`src/rtl/ipf_pkg.sv`:
```
// Shared encodings, FSM states and LCU size helpers for the IPF stream filter.
package ipf_pkg;

    // Filter modes as seen by the pixel classifier
    localparam logic [1:0] IPF_OFF = 2'd0;
    localparam logic [1:0] IPF_BO  = 2'd1;
    localparam logic [1:0] IPF_EO0 = 2'd2;

    // lcu_size encodings
    localparam logic [1:0] LCU_16  = 2'd0;
    localparam logic [1:0] LCU_32  = 2'd1;
    localparam logic [1:0] LCU_64  = 2'd2;
    localparam logic [1:0] LCU_128 = 2'd3;

    // Width of the in-LCU x/y counters (largest LCU is 128)
    localparam int CNT_W = 7;

    // Edge-offset categories; the low two bits select the offset
    typedef enum logic [2:0] {
        EO_VALLEY  = 3'd0,
        EO_CONCAVE = 3'd1,
        EO_CONVEX  = 3'd2,
        EO_PEAK    = 3'd3,
        EO_NONE    = 3'd4
    } eo_cat_e;

    typedef enum logic [1:0] {
        ST_RUN   = 2'd0,
        ST_FLUSH = 2'd1,
        ST_DONE  = 2'd2
    } ipf_state_e;

    // log2 of the LCU edge length
    function automatic logic [2:0] lcu_log2(input logic [1:0] size);
        return 3'd4 + {1'b0, size};
    endfunction

    // Last x/y index inside an LCU (L-1)
    function automatic logic [CNT_W-1:0] lcu_last(input logic [1:0] size);
        logic [CNT_W:0] len;
        len = (CNT_W+1)'(1) << lcu_log2(size);
        return CNT_W'(len - (CNT_W+1)'(1));
    endfunction

endpackage

```
`src/rtl/ipf_pix_classify.sv`:
```
// Combinational per-pixel filter: picks a BO or EO-0 offset and clips the sum.
module ipf_pix_classify
    import ipf_pkg::*;
#(
    parameter int DATA_W = 8,
    parameter int OFF_W  = 4
) (
    input  logic [DATA_W-1:0]  a_i,
    input  logic [DATA_W-1:0]  c_i,
    input  logic [DATA_W-1:0]  b_i,
    input  logic [1:0]         mode_i,
    input  logic [4:0]         band_pos_i,
    input  logic [4*OFF_W-1:0] offset_i,
    input  logic               edge_i,
    output logic [DATA_W-1:0]  pix_o
);

    localparam int SUM_W = DATA_W + 2;
    localparam logic signed [SUM_W-1:0] PIX_MAX = {2'b00, {DATA_W{1'b1}}};

    function automatic eo_cat_e eo_class(input logic [DATA_W-1:0] a,
                                         input logic [DATA_W-1:0] c,
                                         input logic [DATA_W-1:0] b);
        if (c < a && c < b)                           return EO_VALLEY;
        if ((c < a && c == b) || (c == a && c < b))   return EO_CONCAVE;
        if ((c > a && c == b) || (c == a && c > b))   return EO_CONVEX;
        if (c > a && c > b)                           return EO_PEAK;
        return EO_NONE;
    endfunction

    function automatic logic [DATA_W-1:0] clip_pix(input logic signed [SUM_W-1:0] s);
        if (s[SUM_W-1]) return '0;
        if (s > PIX_MAX) return '1;
        return s[DATA_W-1:0];
    endfunction

    logic signed [OFF_W-1:0] off_arr [4];
    logic [4:0]              band;
    logic [4:0]              k_bo;
    logic [1:0]              k_sel;
    logic                    use_off;
    eo_cat_e                 cat;
    logic signed [SUM_W-1:0] off_ext;
    logic signed [SUM_W-1:0] sum;

    // Select the offset for this pixel and apply it with saturation
    always_comb begin
        use_off = 1'b0;
        k_sel   = 2'd0;
        for (int i = 0; i < 4; i++) begin
            off_arr[i] = offset_i[OFF_W*i +: OFF_W];
        end
        band = c_i[DATA_W-1 -: 5];
        // Modulo-32 distance lets the four-band window wrap past band 31
        k_bo = band - band_pos_i;
        cat  = eo_class(a_i, c_i, b_i);
        case (mode_i)
            IPF_BO: begin
                if (k_bo[4:2] == 3'b000) begin
                    use_off = 1'b1;
                    k_sel   = k_bo[1:0];
                end
            end
            IPF_EO0: begin
                if (!edge_i && cat != EO_NONE) begin
                    use_off = 1'b1;
                    k_sel   = cat[1:0];
                end
            end
            default: begin
                use_off = 1'b0;
            end
        endcase
        off_ext = use_off ? {{(SUM_W-OFF_W){off_arr[k_sel][OFF_W-1]}}, off_arr[k_sel]} : '0;
        sum     = $signed({2'b00, c_i}) + off_ext;
        pix_o   = clip_pix(sum);
    end

endmodule

```
`src/rtl/ipf_stream_core.sv`:
```
// Streaming in-loop pixel filter: LCU counters, one-pixel lookahead window,
// row-flush FSM and global raster address generation.
module ipf_stream_core
    import ipf_pkg::*;
#(
    parameter int DATA_W   = 8,
    parameter int OFF_W    = 4,
    parameter int IMG_W    = 128,
    parameter int LCU_XY_W = 3,
    parameter int ADDR_W   = 14
) (
    input  logic                clk,
    input  logic                reset,
    input  logic                in_en,
    input  logic [DATA_W-1:0]   din,
    input  logic [1:0]          ipf_type,
    input  logic [4:0]          ipf_band_pos,
    input  logic                ipf_wo_class,
    input  logic [4*OFF_W-1:0]  ipf_offset,
    input  logic [LCU_XY_W-1:0] lcu_x,
    input  logic [LCU_XY_W-1:0] lcu_y,
    input  logic [1:0]          lcu_size,
    output logic                busy,
    output logic                out_en,
    output logic [DATA_W-1:0]   dout,
    output logic [ADDR_W-1:0]   dout_addr,
    output logic                finish
);

    localparam int IMG_LOG = $clog2(IMG_W);
    localparam logic [ADDR_W-1:0] LAST_CNT = ADDR_W'(IMG_W*IMG_W - 1);

    ipf_state_e          state_q, state_d;
    logic [CNT_W-1:0]    x_q, x_d;
    logic [CNT_W-1:0]    y_q, y_d;
    logic [ADDR_W-1:0]   cnt_q, cnt_d;
    logic [DATA_W-1:0]   prev_q, cur_q;
    logic [1:0]          mode_q;
    logic [1:0]          size_q;
    logic [4:0]          band_pos_q;
    logic [4*OFF_W-1:0]  offset_q;
    logic [LCU_XY_W-1:0] lcu_x_q, lcu_y_q;
    logic                out_en_q;
    logic [DATA_W-1:0]   dout_q;
    logic [ADDR_W-1:0]   addr_q;

    logic                accept, flush, row_last, lcu_first, out_fire, edge_pix;
    logic [CNT_W-1:0]    l_last, out_x;
    logic [ADDR_W-1:0]   row_base, col_base, out_addr;
    logic [1:0]          mode_in;
    logic [DATA_W-1:0]   pix_filt;

    // Accept/flush decode, output pixel position and its raster address
    always_comb begin
        l_last    = lcu_last(size_q);
        flush     = (state_q == ST_FLUSH);
        accept    = in_en && (state_q == ST_RUN);
        row_last  = (x_q == l_last);
        lcu_first = (x_q == '0) && (y_q == '0);
        // The held pixel leaves when its right neighbour arrives, or in FLUSH at row end
        out_fire  = (accept && (x_q != '0)) || flush;
        out_x     = flush ? x_q : x_q - CNT_W'(1);
        // Row-start and row-end pixels have no in-row neighbour on one side
        edge_pix  = flush || (x_q == CNT_W'(1));
        row_base  = (ADDR_W'(lcu_y_q) << lcu_log2(size_q)) + ADDR_W'(y_q);
        col_base  = (ADDR_W'(lcu_x_q) << lcu_log2(size_q)) + ADDR_W'(out_x);
        out_addr  = (row_base << IMG_LOG) + col_base;
        mode_in   = IPF_OFF;
        if (!ipf_wo_class && (ipf_type == IPF_BO || ipf_type == IPF_EO0)) begin
            mode_in = ipf_type;
        end
    end

    // Next values of the x/y position and frame output counter
    always_comb begin
        x_d   = x_q;
        y_d   = y_q;
        cnt_d = cnt_q;
        if (accept && !row_last) begin
            x_d = x_q + CNT_W'(1);
        end
        if (flush) begin
            x_d = '0;
            y_d = (y_q == l_last) ? '0 : y_q + CNT_W'(1);
        end
        if (out_fire) begin
            cnt_d = cnt_q + ADDR_W'(1);
        end
    end

    // FSM next state and the busy/finish outputs it drives
    always_comb begin
        state_d = state_q;
        busy    = 1'b1;
        finish  = 1'b0;
        case (state_q)
            ST_RUN: begin
                busy = 1'b0;
                if (accept && row_last) begin
                    state_d = ST_FLUSH;
                end
            end
            ST_FLUSH: begin
                state_d = (cnt_q == LAST_CNT) ? ST_DONE : ST_RUN;
            end
            ST_DONE: begin
                finish = 1'b1;
            end
            default: begin
                state_d = ST_RUN;
            end
        endcase
    end

    // Control state: FSM, counters and the latched mode/size of the current LCU
    always_ff @(posedge clk) begin
        if (!reset) begin
            state_q <= ST_RUN;
            x_q     <= '0;
            y_q     <= '0;
            cnt_q   <= '0;
            mode_q  <= IPF_OFF;
            size_q  <= LCU_16;
        end else begin
            state_q <= state_d;
            x_q     <= x_d;
            y_q     <= y_d;
            cnt_q   <= cnt_d;
            if (accept && lcu_first) begin
                mode_q <= mode_in;
                size_q <= lcu_size;
            end
        end
    end

    // Lookahead window and per-LCU data parameters
    always_ff @(posedge clk) begin
        if (accept) begin
            prev_q <= cur_q;
            cur_q  <= din;
        end
        if (accept && lcu_first) begin
            band_pos_q <= ipf_band_pos;
            offset_q   <= ipf_offset;
            lcu_x_q    <= lcu_x;
            lcu_y_q    <= lcu_y;
        end
    end

    ipf_pix_classify #(
        .DATA_W (DATA_W),
        .OFF_W  (OFF_W)
    ) u_classify (
        .a_i        (prev_q),
        .c_i        (cur_q),
        .b_i        (din),
        .mode_i     (mode_q),
        .band_pos_i (band_pos_q),
        .offset_i   (offset_q),
        .edge_i     (edge_pix),
        .pix_o      (pix_filt)
    );

    // Registered output pixel and address
    always_ff @(posedge clk) begin
        if (!reset) begin
            out_en_q <= 1'b0;
            dout_q   <= '0;
            addr_q   <= '0;
        end else begin
            out_en_q <= out_fire;
            if (out_fire) begin
                dout_q <= pix_filt;
                addr_q <= out_addr;
            end
        end
    end

    assign out_en    = out_en_q;
    assign dout      = dout_q;
    assign dout_addr = addr_q;

endmodule

```
`config.mk`:
```
export PLATFORM = sky130hd
export DESIGN_NAME = ipf_stream_core
export DESIGN_NICKNAME = d
export VERILOG_FILES = /design/src/rtl/ipf_pkg.sv /design/src/rtl/ipf_pix_classify.sv /design/src/rtl/ipf_stream_core.sv
export SDC_FILE = /design/constraint.sdc
export NUM_CORES = 1
export LEC_CHECK = 0
export CORE_MARGIN = 3
export CORE_UTILIZATION = 50
export CTS_CLUSTER_SIZE = 40
export DETAILED_ROUTE_END_ITERATION = 10
export PLACE_DENSITY = 0.7
export REMOVE_ABC_BUFFERS = 1
export SLEW_MARGIN = 20
export SYNTH_ARGS = -nofsm -noshare
export SYNTH_HDL_FRONTEND = slang
export SYNTH_SLANG_ARGS = --single-unit
```
`constraint.sdc`:
```
create_clock -name clk -period 7.07 [get_ports clk]
set_input_delay 1.414 -clock clk [delete_from_list [all_inputs] [get_ports clk]]
set_output_delay 1.414 -clock clk [all_outputs]
set_load 0.02 [all_outputs]
```
run_1/floorplan.png
(3 px per um) Pins as bars on the die edge.
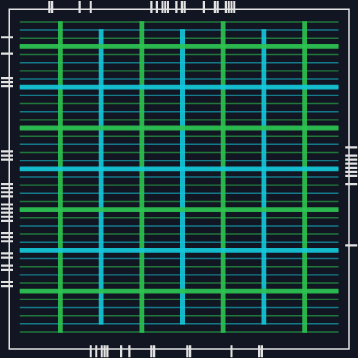
VSS: drawn in green. VDD: drawn in cyan.
The core has 38 rows. 39 met1 rails follow the rows. 68 signal pins sit on the boundary. 7 straps on met4. 7 straps on met5.
maximum resistive drop on vdd: 0.0001252 V
Core Box Area: 0.01098 sq mm
Die Ht: 112.8 um
die span in x: 112.8 um

run_1/class_map.png
(2 px per um) Fill, decap, tap and diode cells in grey.
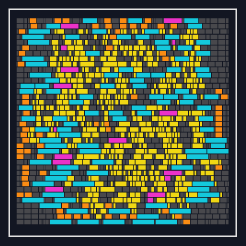
clock drivers and dummy loads: drawn in magenta, cells 16. sequential cells: drawn in cyan, cells 100. remaining logic cells: drawn in yellow, cells 468. remaining buffers and delay cells: drawn in orange, cells 71.
final design utilization: 62.09%
number of standard-cell rows in the floorplan: 38
flop share of the area: 35.67%
post-route standard cell area excluding fillers: 0.006819 sq mm

run_1/clock_wires.png
(4 px per um)
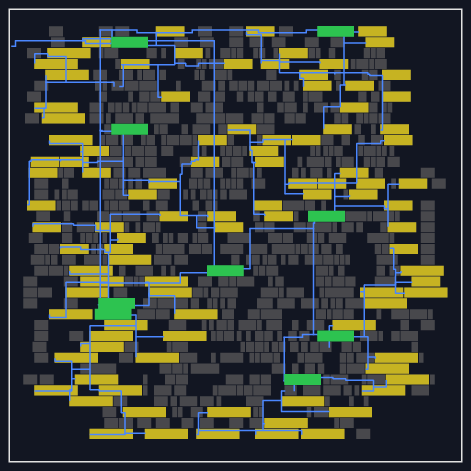
clock-net drivers: drawn in green, count 9. flip-flops: drawn in yellow, count 100. clock wires: drawn in blue, length 1280 um.
Position of the flops: widely spread.
power of the clock network: 0.507 mW
post-route clock skew: 0.01074 ns

==> reports/qor.log, run 1 <==
qor: final_timing.totalNegativeSetupSlack 0 ns
qor: die.floorplan.die_area 0.01272 sq mm
qor: final_timing.period_used_share 90.33%
qor: cells_and_area.antenna_cells_inserted 0
qor: pwr.internal-power 1.029 mW
qor: worst_setup_path.critPathCapture dout[1]
qor: worst_setup_path.worst-endpoint-required 7.29 ns
qor: worst_setup_path.launch_point_of_the_critical_path din[1]
qor: pwr.p_switching 0.3731 mW
qor: synth.ys_sh_adder 11.28%
qor: pwr.comb_power_share 16.8%
qor: routing.routed-wl-met3 489 um
qor: grt.grt_util_all_layers 20.13%
qor: clock_network.cts.root.buffer_cell sky130_fd_sc_hd__clkbuf_16
qor: synth.synth.top_cell.area_share 22.65%
qor: synth.postSynthSeqShare 42.67%
qor: synth.xor_area_share 6.760%
qor: cells_and_area.finalNonFillerCells 795
qor: cells_and_area.dominant-cell-class multi-input combinational cells
qor: die.initCoreUtil 51.90%
qor: synth.yosysUniqueCellTypes 67
qor: routing.drt_first_pass_iters 4
qor: hold_path.hold_end dout_addr[10]
qor: worst_setup_path.cp-start-kind primary input
qor: clock_network.post_cts_resize_count 0
qor: worst_setup_path.regToRegStartpoint cur_q[3]
qor: grt.first_global_vias 4288
qor: pwr.switching_share 26.61%
qor: synth.synth.avg_cell_area 9.711 sq um
qor: pwr.power_combinational 0.236 mW
qor: routing.routed_wire_length_per_instance 15.39 um
qor: clock_network.post-cts-setup-buffers 0
qor: job.drv_cap 0
qor: grt.global_route.usage.met1 26.80%
qor: run_status.run_status completed
qor: worst_setup_path.max_stage_delay 0.49 ns
qor: worst_setup_path.max_fanout_on_critical_path 7
qor: hold_path.holdCritPathClass flip-flop to flip-flop
qor: synth.post_synth_mux_area_share 2.283%
qor: final_timing.layout_min_cycle_time 6.386 ns
qor: die.pin_count 68
qor: cells_and_area.design.seq.count 100
qor: clock_network.cts_htree_levels 3
qor: cells_and_area.comb-cell-share 44.55%
qor: hold_path.hold_path_startpoint dout_addr[10]
qor: cells_and_area.area.growth.synth_to_final 19.62%
qor: pwr.power_frac_seq 47.0%
qor: cells_and_area.most_instantiated_logic_cell_after_routing sky130_fd_sc_hd__clkdlybuf4s50_1
qor: worst_setup_path.timing.setup.critical_path_class primary input to flip-flop
qor: clock_network.cts_buffers 9
qor: synth.compound_area_share 16.00%
run_1/placed.png
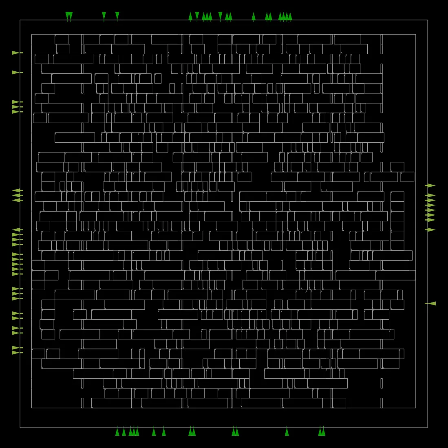

## Run 2: what changed since run 1
--- a/config.mk
+++ b/config.mk
@@ -6,12 +6,14 @@
 export NUM_CORES = 1
 export LEC_CHECK = 0
 export CORE_MARGIN = 3
-export CORE_UTILIZATION = 50
+export CORE_UTILIZATION = 57
 export CTS_CLUSTER_SIZE = 40
 export DETAILED_ROUTE_END_ITERATION = 10
-export PLACE_DENSITY = 0.7
+export HOLD_SLACK_MARGIN = 0.02
+export PLACE_DENSITY = 0.78
 export REMOVE_ABC_BUFFERS = 1
 export SLEW_MARGIN = 20
 export SYNTH_ARGS = -nofsm -noshare
 export SYNTH_HDL_FRONTEND = slang
+export SYNTH_HIERARCHICAL = 1
 export SYNTH_SLANG_ARGS = --single-unit
run_2/placed.png
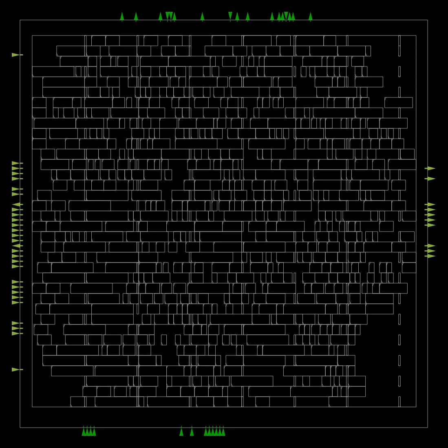
flop count: 100
number of well taps: 133
flop share of the area: 35.70%
Core Box Area: 0.009910 sq mm

==> run 2 against run 1 <==
Hold slack better by 0.0031 ns. Global-route usage is 2.5 points higher. Core utilization is 6.7 points higher. Non-clock buffer count is 1 lower. Synthesized cell count is 4.9% higher. Area after synthesis is 2.9% higher. Combinational power is 4% higher. Via count is 7.3% higher. Die size is 9.2% lower. Clock power is 27% lower. Sequential power is 0.6% higher.
==> reports/qor.log, run 2 <==
qor: worst_setup_path.cp-start-kind primary input [unchanged]
qor: pwr.comb_power_share 19.3% [was 16.8%]
qor: clock_network.cts.root.buffer_cell sky130_fd_sc_hd__clkbuf_8 [was sky130_fd_sc_hd__clkbuf_16]
qor: synth.xor_area_share 6.419% [was 6.760%]
qor: clock_network.post_cts_resize_count 0 [unchanged]
qor: grt.global_route.usage.met1 30.48% [was 26.80%]
qor: die.floorplan.rows 36 [was 38]
qor: clock_network.cts_htree_levels 3 [unchanged]
qor: cells_and_area.finalNonFillerCells 809 [was 795]
qor: routing.drt_first_pass_iters 5 [was 4]
qor: worst_setup_path.timing.setup.critical_path_class primary input to flip-flop [unchanged]
qor: final_timing.layout_min_cycle_time 6.478 ns [was 6.386 ns]
qor: cells_and_area.area.growth.synth_to_final 16.12% [was 19.62%]
qor: routing.routed-wl-met3 639 um [was 489 um]
qor: pwr.power_combinational 0.246 mW [was 0.236 mW]
qor: cells_and_area.most_instantiated_logic_cell_after_routing sky130_fd_sc_hd__clkdlybuf4s50_1 [unchanged]
qor: worst_setup_path.launch_point_of_the_critical_path din[1] [unchanged]
qor: die.die_width 107.5 um [was 112.8 um]
qor: cells_and_area.antenna_cells_inserted 1 [was 0]
qor: synth.postSynthSeqShare 41.46% [was 42.67%]
qor: pwr.p_switching 0.3610 mW [was 0.3731 mW]
qor: worst_setup_path.regToRegStartpoint cur_q[3] [unchanged]
qor: final_timing.totalNegativeSetupSlack 0 ns [unchanged]
qor: pwr.power_frac_seq 51.9% [was 47.0%]
qor: synth.synth.top_cell.area_share 22.01% [was 22.65%]
qor: hold_path.hold_path_startpoint dout[1] [was dout_addr[10]]
qor: job.drv_cap 0 [unchanged]
qor: clock_network.cts_buffers 9 [unchanged]
qor: pwr.ir_drop 0.0001523 V [was 0.0001252 V]
qor: cells_and_area.comb-cell-share 46.54% [was 44.55%]
qor: final_timing.period_used_share 91.63% [was 90.33%]
qor: synth.post_synth_mux_area_share 2.708% [was 2.283%]
qor: run_status.run_status completed [unchanged]
qor: clock_network.post-cts-setup-buffers 0 [unchanged]
qor: synth.ys_sh_adder 10.96% [was 11.28%]
qor: hold_path.hold_end dout[1] [was dout_addr[10]]
qor: die.floorplan.die_area 0.01155 sq mm [was 0.01272 sq mm]
qor: cells_and_area.dominant-cell-class multi-input combinational cells [unchanged]
No activity file was given, so power comes from the tool's default toggle rates.
